### Placed cells, one color a class, run 1

Fill, decap, tap and diode cells in gray.
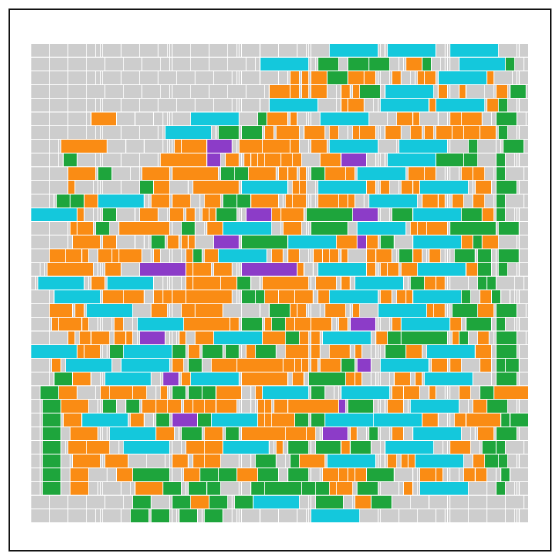
### Signal wires by layer, run 1

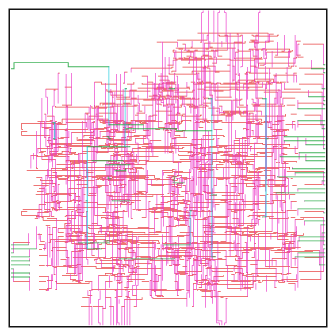
### Pin placement, run 1

Pins as bars across the die edge, other pins in gray.
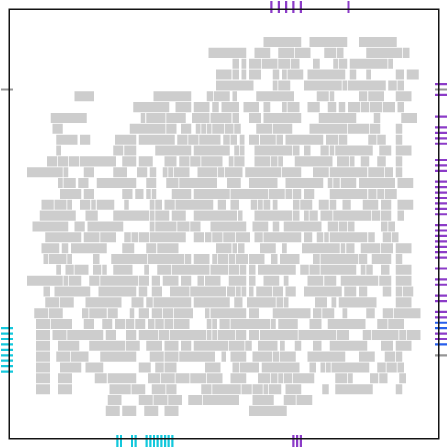
[src/rtl/display_pkg.sv]
// rtl/display_pkg.sv - shared segment constants, FSM state type and field geometry
// Segments are active-low, bit0=a through bit6=g.
package display_pkg;

  localparam int DIGITS_PER_FIELD = 2;

  localparam logic [6:0] SEG_BLANK = 7'h7F;
  localparam logic [6:0] SEG_DASH  = 7'h3F;

  localparam logic [6:0] SEG_DIGIT [0:9] = '{
    7'h40, 7'h79, 7'h24, 7'h30, 7'h19,
    7'h12, 7'h02, 7'h78, 7'h00, 7'h10
  };

  typedef enum logic [1:0] {
    ST_LOAD,
    ST_SHIFT,
    ST_STORE
  } state_t;

endpackage

[src/rtl/seg7_decode.sv]
// rtl/seg7_decode.sv - one BCD digit to active-low seven-segment pattern
// Codes 10..15 never come out of the converter and decode to blank.
module seg7_decode
  import display_pkg::*;
(
  input  logic [3:0] bcd,
  output logic [6:0] seg
);

  always_comb begin
    seg = SEG_BLANK;
    if (bcd <= 4'd9) seg = SEG_DIGIT[bcd];
  end

endmodule

[src/rtl/display_fields_seq.sv]
// rtl/display_fields_seq.sv - round-robin double-dabble conversion of fields to 7-segment digits
// Define DISPLAY_BLINK_EN to blink the edited field; otherwise it is held blank.
module display_fields_seq
  import display_pkg::*;
#(
  parameter int NUM_FIELDS = 3,
  parameter int FIELD_W    = 7,
  parameter int BLINK_DIV  = 25000000
) (
  input  logic                          clk,
  input  logic                          rst_n,
  input  logic [NUM_FIELDS*FIELD_W-1:0] fields,
  input  logic [2:0]                    edit_sel,
  output logic [NUM_FIELDS*14-1:0]      hex,
  output logic                          frame_done
);

  localparam int         HEX_W      = DIGITS_PER_FIELD * 7;
  localparam logic [1:0] LAST_IDX   = 2'(NUM_FIELDS - 1);
  localparam logic [2:0] LAST_SHIFT = 3'(FIELD_W - 1);

  state_t                      state;
  state_t                      state_nxt;
  logic [1:0]                  idx;
  logic [2:0]                  shift_cnt;
  logic [FIELD_W-1:0]          sr;
  logic [11:0]                 bcd;
  logic [11:0]                 bcd_adj;
  logic [NUM_FIELDS*HEX_W-1:0] hex_reg;
  logic [6:0]                  seg_tens;
  logic [6:0]                  seg_ones;
  logic [HEX_W-1:0]            field_hex;
  logic                        masked;

  always_ff @(posedge clk or negedge rst_n) begin
    if (!rst_n) state <= ST_LOAD;
    else        state <= state_nxt;
  end

  always_comb begin
    state_nxt = state;
    case (state)
      ST_LOAD:  state_nxt = ST_SHIFT;
      ST_SHIFT: if (shift_cnt == LAST_SHIFT) state_nxt = ST_STORE;
      ST_STORE: state_nxt = ST_LOAD;
      default:  state_nxt = ST_LOAD;
    endcase
  end

  // Add-3 correction on every BCD digit before each shift.
  always_comb begin
    bcd_adj = bcd;
    for (int d = 0; d < 3; d++) begin
      if (bcd[4*d +: 4] >= 4'd5) bcd_adj[4*d +: 4] = bcd[4*d +: 4] + 4'd3;
    end
  end

  seg7_decode u_tens (.bcd(bcd[7:4]), .seg(seg_tens));
  seg7_decode u_ones (.bcd(bcd[3:0]), .seg(seg_ones));

  assign field_hex = (bcd[11:8] != 4'd0) ? {SEG_DASH, SEG_DASH} : {seg_tens, seg_ones};

  always_ff @(posedge clk or negedge rst_n) begin
    if (!rst_n) begin
      idx        <= 2'd0;
      shift_cnt  <= 3'd0;
      sr         <= '0;
      bcd        <= '0;
      hex_reg    <= '1;
      frame_done <= 1'b0;
    end else begin
      frame_done <= (state == ST_STORE) && (idx == LAST_IDX);
      case (state)
        ST_LOAD: begin
          for (int k = 0; k < NUM_FIELDS; k++) begin
            if (idx == 2'(k)) sr <= fields[k*FIELD_W +: FIELD_W];
          end
          bcd       <= '0;
          shift_cnt <= 3'd0;
        end
        ST_SHIFT: begin
          {bcd, sr} <= {bcd_adj, sr} << 1;
          shift_cnt <= shift_cnt + 3'd1;
        end
        ST_STORE: begin
          for (int k = 0; k < NUM_FIELDS; k++) begin
            if (idx == 2'(k)) hex_reg[k*HEX_W +: HEX_W] <= field_hex;
          end
          idx <= (idx == LAST_IDX) ? 2'd0 : idx + 2'd1;
        end
        default: ;
      endcase
    end
  end

`ifdef DISPLAY_BLINK_EN
  localparam int CNT_W = $clog2(BLINK_DIV);

  logic [CNT_W-1:0] blink_cnt;
  logic             blink_phase;
  logic [2:0]       prev_sel;

  // A new selection restarts the blink so the newly chosen field starts visible.
  always_ff @(posedge clk or negedge rst_n) begin
    if (!rst_n) begin
      blink_cnt   <= '0;
      blink_phase <= 1'b1;
      prev_sel    <= 3'd0;
    end else begin
      prev_sel <= edit_sel;
      if (edit_sel != prev_sel) begin
        blink_cnt   <= '0;
        blink_phase <= 1'b1;
      end else if (blink_cnt == CNT_W'(BLINK_DIV - 1)) begin
        blink_cnt   <= '0;
        blink_phase <= ~blink_phase;
      end else begin
        blink_cnt <= blink_cnt + CNT_W'(1);
      end
    end
  end

  assign masked = ~blink_phase;
`else
  assign masked = 1'b1;
`endif

  always_comb begin
    hex = hex_reg;
    for (int k = 0; k < NUM_FIELDS; k++) begin
      if (masked && (edit_sel == 3'(k + 1))) hex[k*HEX_W +: HEX_W] = '1;
    end
  end

endmodule

[config.mk]
export PLATFORM = sky130hd
export DESIGN_NAME = display_fields_seq
export DESIGN_NICKNAME = d
export VERILOG_FILES = /design/src/rtl/display_pkg.sv /design/src/rtl/seg7_decode.sv /design/src/rtl/display_fields_seq.sv
export SDC_FILE = /design/constraint.sdc
export NUM_CORES = 1
export LEC_CHECK = 0
export CORE_MARGIN = 4
export CORE_UTILIZATION = 40
export CTS_CLUSTER_DIAMETER = 60
export DETAILED_ROUTE_END_ITERATION = 10
export GPL_TIMING_DRIVEN = 0
export PLACE_DENSITY = 0.66
export SYNTH_ARGS = -nofsm -noshare
export SYNTH_HDL_FRONTEND = slang
export SYNTH_HIERARCHICAL = 1
export SYNTH_SLANG_ARGS = --single-unit
export TNS_END_PERCENT = 100
[constraint.sdc]
create_clock -name clk -period 1.4 [get_ports clk]
set_input_delay 0.21 -clock clk [delete_from_list [all_inputs] [get_ports clk]]
set_output_delay 0.21 -clock clk [all_outputs]
set_load 0.01 [all_outputs]
==> results.sh, run 1 <==
# flow metrics
export IMPL_clock_buffers=11
export IMPL_clock_path_buffers=2
export IMPL_drive_gt1_share_pct=57.45
export IMPL_place_ws_ns=-1.117
export IMPL_ys_async_sr_fraction_pct=100.0
export IMPL_synthAoiAreaFrac_pct=17.73
export IMPL_insertion_delay_ns=0.36
export IMPL_yosysWarnings=6
export IMPL_cp_top_family="simple AND/OR/NAND/NOR gates"
export IMPL_vias=3541
export IMPL_cts_hold_buffers=1
export IMPL_path_depth=6
export IMPL_power_density_mw_per_mm2=1197
export IMPL_synth_avg_cell_area_um2=9.461
export IMPL_combPwrFrac_pct=33.5
export IMPL_status="finished, violations left"
export IMPL_setup_ws_ns=-0.1794
export IMPL_layout_nonclk_buf_share_pct=22.95
export IMPL_dieArea_mm2=0.01152
export IMPL_nMultiInputCombCells=305
export IMPL_yosys_top_cells_count="nand2_1 (63), dfstp_2 (42), o21ai_0 (39)"
export IMPL_fin_skew_ns=0.01377
export IMPL_cap_violations=0
export IMPL_setup_viol=55
export IMPL_grt_busiest_layer="met2"
export IMPL_peakVddDrop_uv=495.6
export IMPL_critical_path_cell_chain="buf_6 > or4b_4 > buf_8 > clkbuf_16 > nand2_2 > o21ai_1"
export IMPL_dominant_cell_class="combinational gates"
export IMPL_grt_use_met2_pct=33.29
export IMPL_final_core_util_pct=65.33
export IMPL_slew_viol_final=0
export IMPL_post_cts_setup_buffers=30
export IMPL_power_w=0.007362
export IMPL_clockPowerShare_pct=23.7
export IMPL_fin_setup_tns_ns=-5.761
export IMPL_m1WireLength_mm=4.614
export IMPL_fp_util_pct=41.90
export IMPL_rows=35
export IMPL_grt_use_total_pct=18.57
export IMPL_grt_pass1_vias=3554
export IMPL_tool_warnings=42
export IMPL_wl_mm=10.92
export IMPL_crit_type="flip-flop to flip-flop"
export IMPL_hold_depth=2
export IMPL_htree_levels=3
export IMPL_routedWlPerCell_um=15.92
export IMPL_logic_area_mm2=0.002509
export IMPL_antenna_left=0
export IMPL_yosysTopAreaCellShare_pct=27.97
export IMPL_power_frac_seq_pct=42.8
export IMPL_die_height_um=107.3
export IMPL_cts_root_buf="clkbuf_8"
export IMPL_grt_max_degree=70
export IMPL_worst_pin_slew_ns=0.8702
export IMPL_drtIter0Drc=97
export IMPL_violations="setup timing"
export IMPL_r2r_end="hex_reg[8]"
export IMPL_grt_util_met3_pct=2.819
export IMPL_tap_cells=129
export IMPL_synth_simple_area_share_pct=20.87
export IMPL_mux_area_share_pct=4.250
export IMPL_viasPerCell=5.162
export IMPL_n_antenna_cell=0
export IMPL_cts_tree="done"
## Picture notes: 'Placed cells, one color a class'
| color | class | cells |
|---|---|---|
| green | other buffers and delay cells | 150 |
| cyan | flip-flops | 69 |
| orange | all other logic | 322 |
| purple | clock drivers and dummy loads | 16 |

## Picture notes: 'Signal wires by layer'
| color | layer | wire length |
|---|---|---|
| green | met3 | 461 um |
| red | met1 | 4,610 um |
| magenta | met2 | 5,660 um |
| cyan | met4 | 185 um |

## Picture notes: 'Pin placement'
| color | port | pins | direction | edge |
|---|---|---|---|---|
| cyan | fields | 21 | input | 12 bottom, 9 left |
| purple | hex | 42 | output | 33 right, 6 top, 3 bottom |
| blue | edit_sel | 3 | input | right |

[run 1: power by group through the flow]
stage / Sequential [W] / Clock, W / Combinational [W]
after CTS: 0.00309 / 0.00177 / 0.00194
after detailed placement: 0.00313 / 0 / 0.00229
after floorplan: 0.00304 / 0 / 0.00113
after global placement: 0.00312 / 0 / 0.00224
final: 0.00315 / 0.00175 / 0.00247
after global routing: 0.00323 / 0.00187 / 0.00272
[run 1: layout by cell type, fill, tap and decap left out, drive strengths merged, types with 4 or more instances in the layout]
cell type      count
mux2i             10
inv               16
ha                19
clkdlybuf4s50     21
nor3b              8
buf              114
nor2              25
or2               28
dfstp             42
a22o               6
o21ai             53
a21oi             13
nand2             63
a221o              8
clkbuf            24
dfrtp             27
mux2               6
a2111oi            4
nand2b            19
==> run 2: changes to the inputs <==
- CAP_MARGIN: unset -> 20
- SLEW_MARGIN: unset -> 20
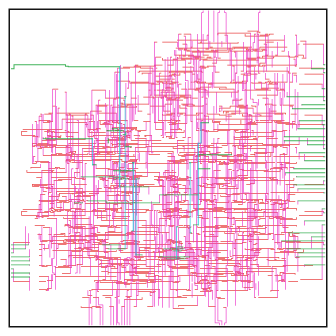
*Signal wires by layer, run 2*
| color | layer | wire length |
|---|---|---|
| red | met1 | 4,670 um |
| cyan | met4 | 221 um |
| magenta | met2 | 5,810 um |
| green | met3 | 504 um |

==> results.sh, run 2 <==
# flow metrics
export IMPL_yosysTopAreaCellShare_pct=27.97
export IMPL_cts_root_buf="clkbuf_8"
export IMPL_layout_nonclk_buf_share_pct=23.14
export IMPL_setup_ws_ns=-0.1769
export IMPL_antenna_left=0
export IMPL_clockPowerShare_pct=23.7
export IMPL_grt_busiest_layer="met2"
export IMPL_clock_path_buffers=2
export IMPL_m1WireLength_mm=4.665
export IMPL_n_antenna_cell=0
export IMPL_grt_use_total_pct=18.63
export IMPL_nMultiInputCombCells=305
export IMPL_crit_type="flip-flop to flip-flop"
export IMPL_cap_violations=0
export IMPL_setup_viol=52
export IMPL_mostFrequentLayoutCells="buf_4 (48), nand2_1 (46), dfstp_2 (42)"
export IMPL_status="finished, violations left"
export IMPL_ys_async_sr_fraction_pct=100.0
export IMPL_drtIter0Drc=106
export IMPL_drive_gt1_share_pct=59.11
export IMPL_powerSeq_w=0.00316
export IMPL_clock_buffers=11
export IMPL_cp_top_family="AND-OR/OR-AND gates"
export IMPL_top_power_group="sequential cells"
export IMPL_dieArea_mm2=0.01152
export IMPL_violations="setup timing"
export IMPL_critical_path_cell_chain="buf_6 > ha_4 > nand2b_4 > a21o_1 > a221o_1"
export IMPL_combPwrFrac_pct=33.6
export IMPL_tap_cells=129
export IMPL_fp_util_pct=41.90
export IMPL_power_frac_seq_pct=42.7
export IMPL_post_cts_setup_buffers=28
export IMPL_yosysWarnings=6
export IMPL_yosys_top_cells_count="nand2_1 (63), dfstp_2 (42), o21ai_0 (39)"
export IMPL_slew_viol_final=0
export IMPL_grt_util_met3_pct=3.179
export IMPL_fin_setup_tns_ns=-5.386
export IMPL_power_density_mw_per_mm2=1190
export IMPL_grt_max_degree=43
export IMPL_tool_warnings=42
export IMPL_fin_skew_ns=0.01560
export IMPL_vias=3557
export IMPL_logic_area_mm2=0.002539
export IMPL_powerComb_w=0.00249
export IMPL_synth_avg_cell_area_um2=9.461
export IMPL_cts_hold_buffers=1
export IMPL_routedWlPerCell_um=16.26
export IMPL_final_core_util_pct=66.03
export IMPL_htree_levels=3
export IMPL_final_common_cell="buf_4"
export IMPL_worst_pin_slew_ns=0.5219
export IMPL_dominant_cell_class="combinational gates"
export IMPL_rows=35
export IMPL_wl_mm=11.20
export IMPL_p_clk_w=0.00175
export IMPL_die_height_um=107.3
export IMPL_viasPerCell=5.163
export IMPL_peakVddDrop_uv=502.6
export IMPL_cts_tree="done"
export IMPL_power_w=0.007397
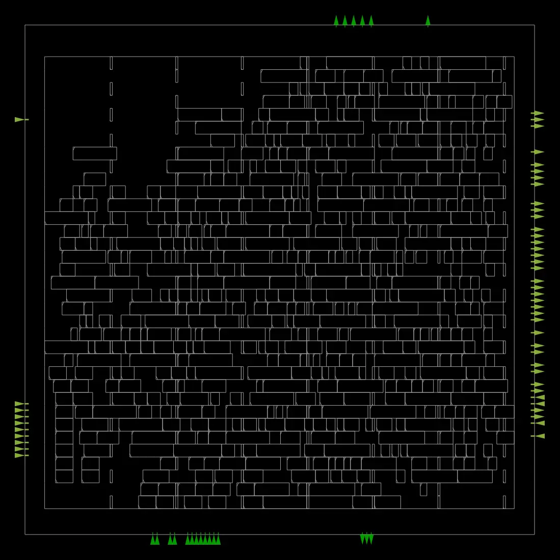
*Placed standard cells, run 2*
fill count: 697
Core ar.: 0.009415 mm2

run 2: cell counts after synthesis:
No cell type changed its count.
run 2: worst paths after layout:
path	start	to	slack [ns]	cells after the start
worst max-delay path	bcd[4]	bcd[5]	-0.18	5
worst min-delay path	rst_n	sr[1]	0.32	2
worst max register to register	bcd[4]	bcd[5]	-0.18	5
worst min register to register	hex_reg[35]	hex_reg[35]	0.46	2
max in group asynchronous	rst_n	hex_reg[19]	0.47	3
min in group clk	hex_reg[35]	hex_reg[35]	0.46	2
run 2: kinds of logic (layout without fill, tap and decap cells):
group,Yosys count,count (layout),share of synthesized area [%]
simple gates,161,161,20.87
compound gates,107,107,17.73
flops,69,69,45.10
buf+inv,43,186,5.582
fa+ha+maj,19,19,6.026
mux,16,16,4.250
xor+xnor,2,2,0.4441
Power and IR drop assume default switching activity.
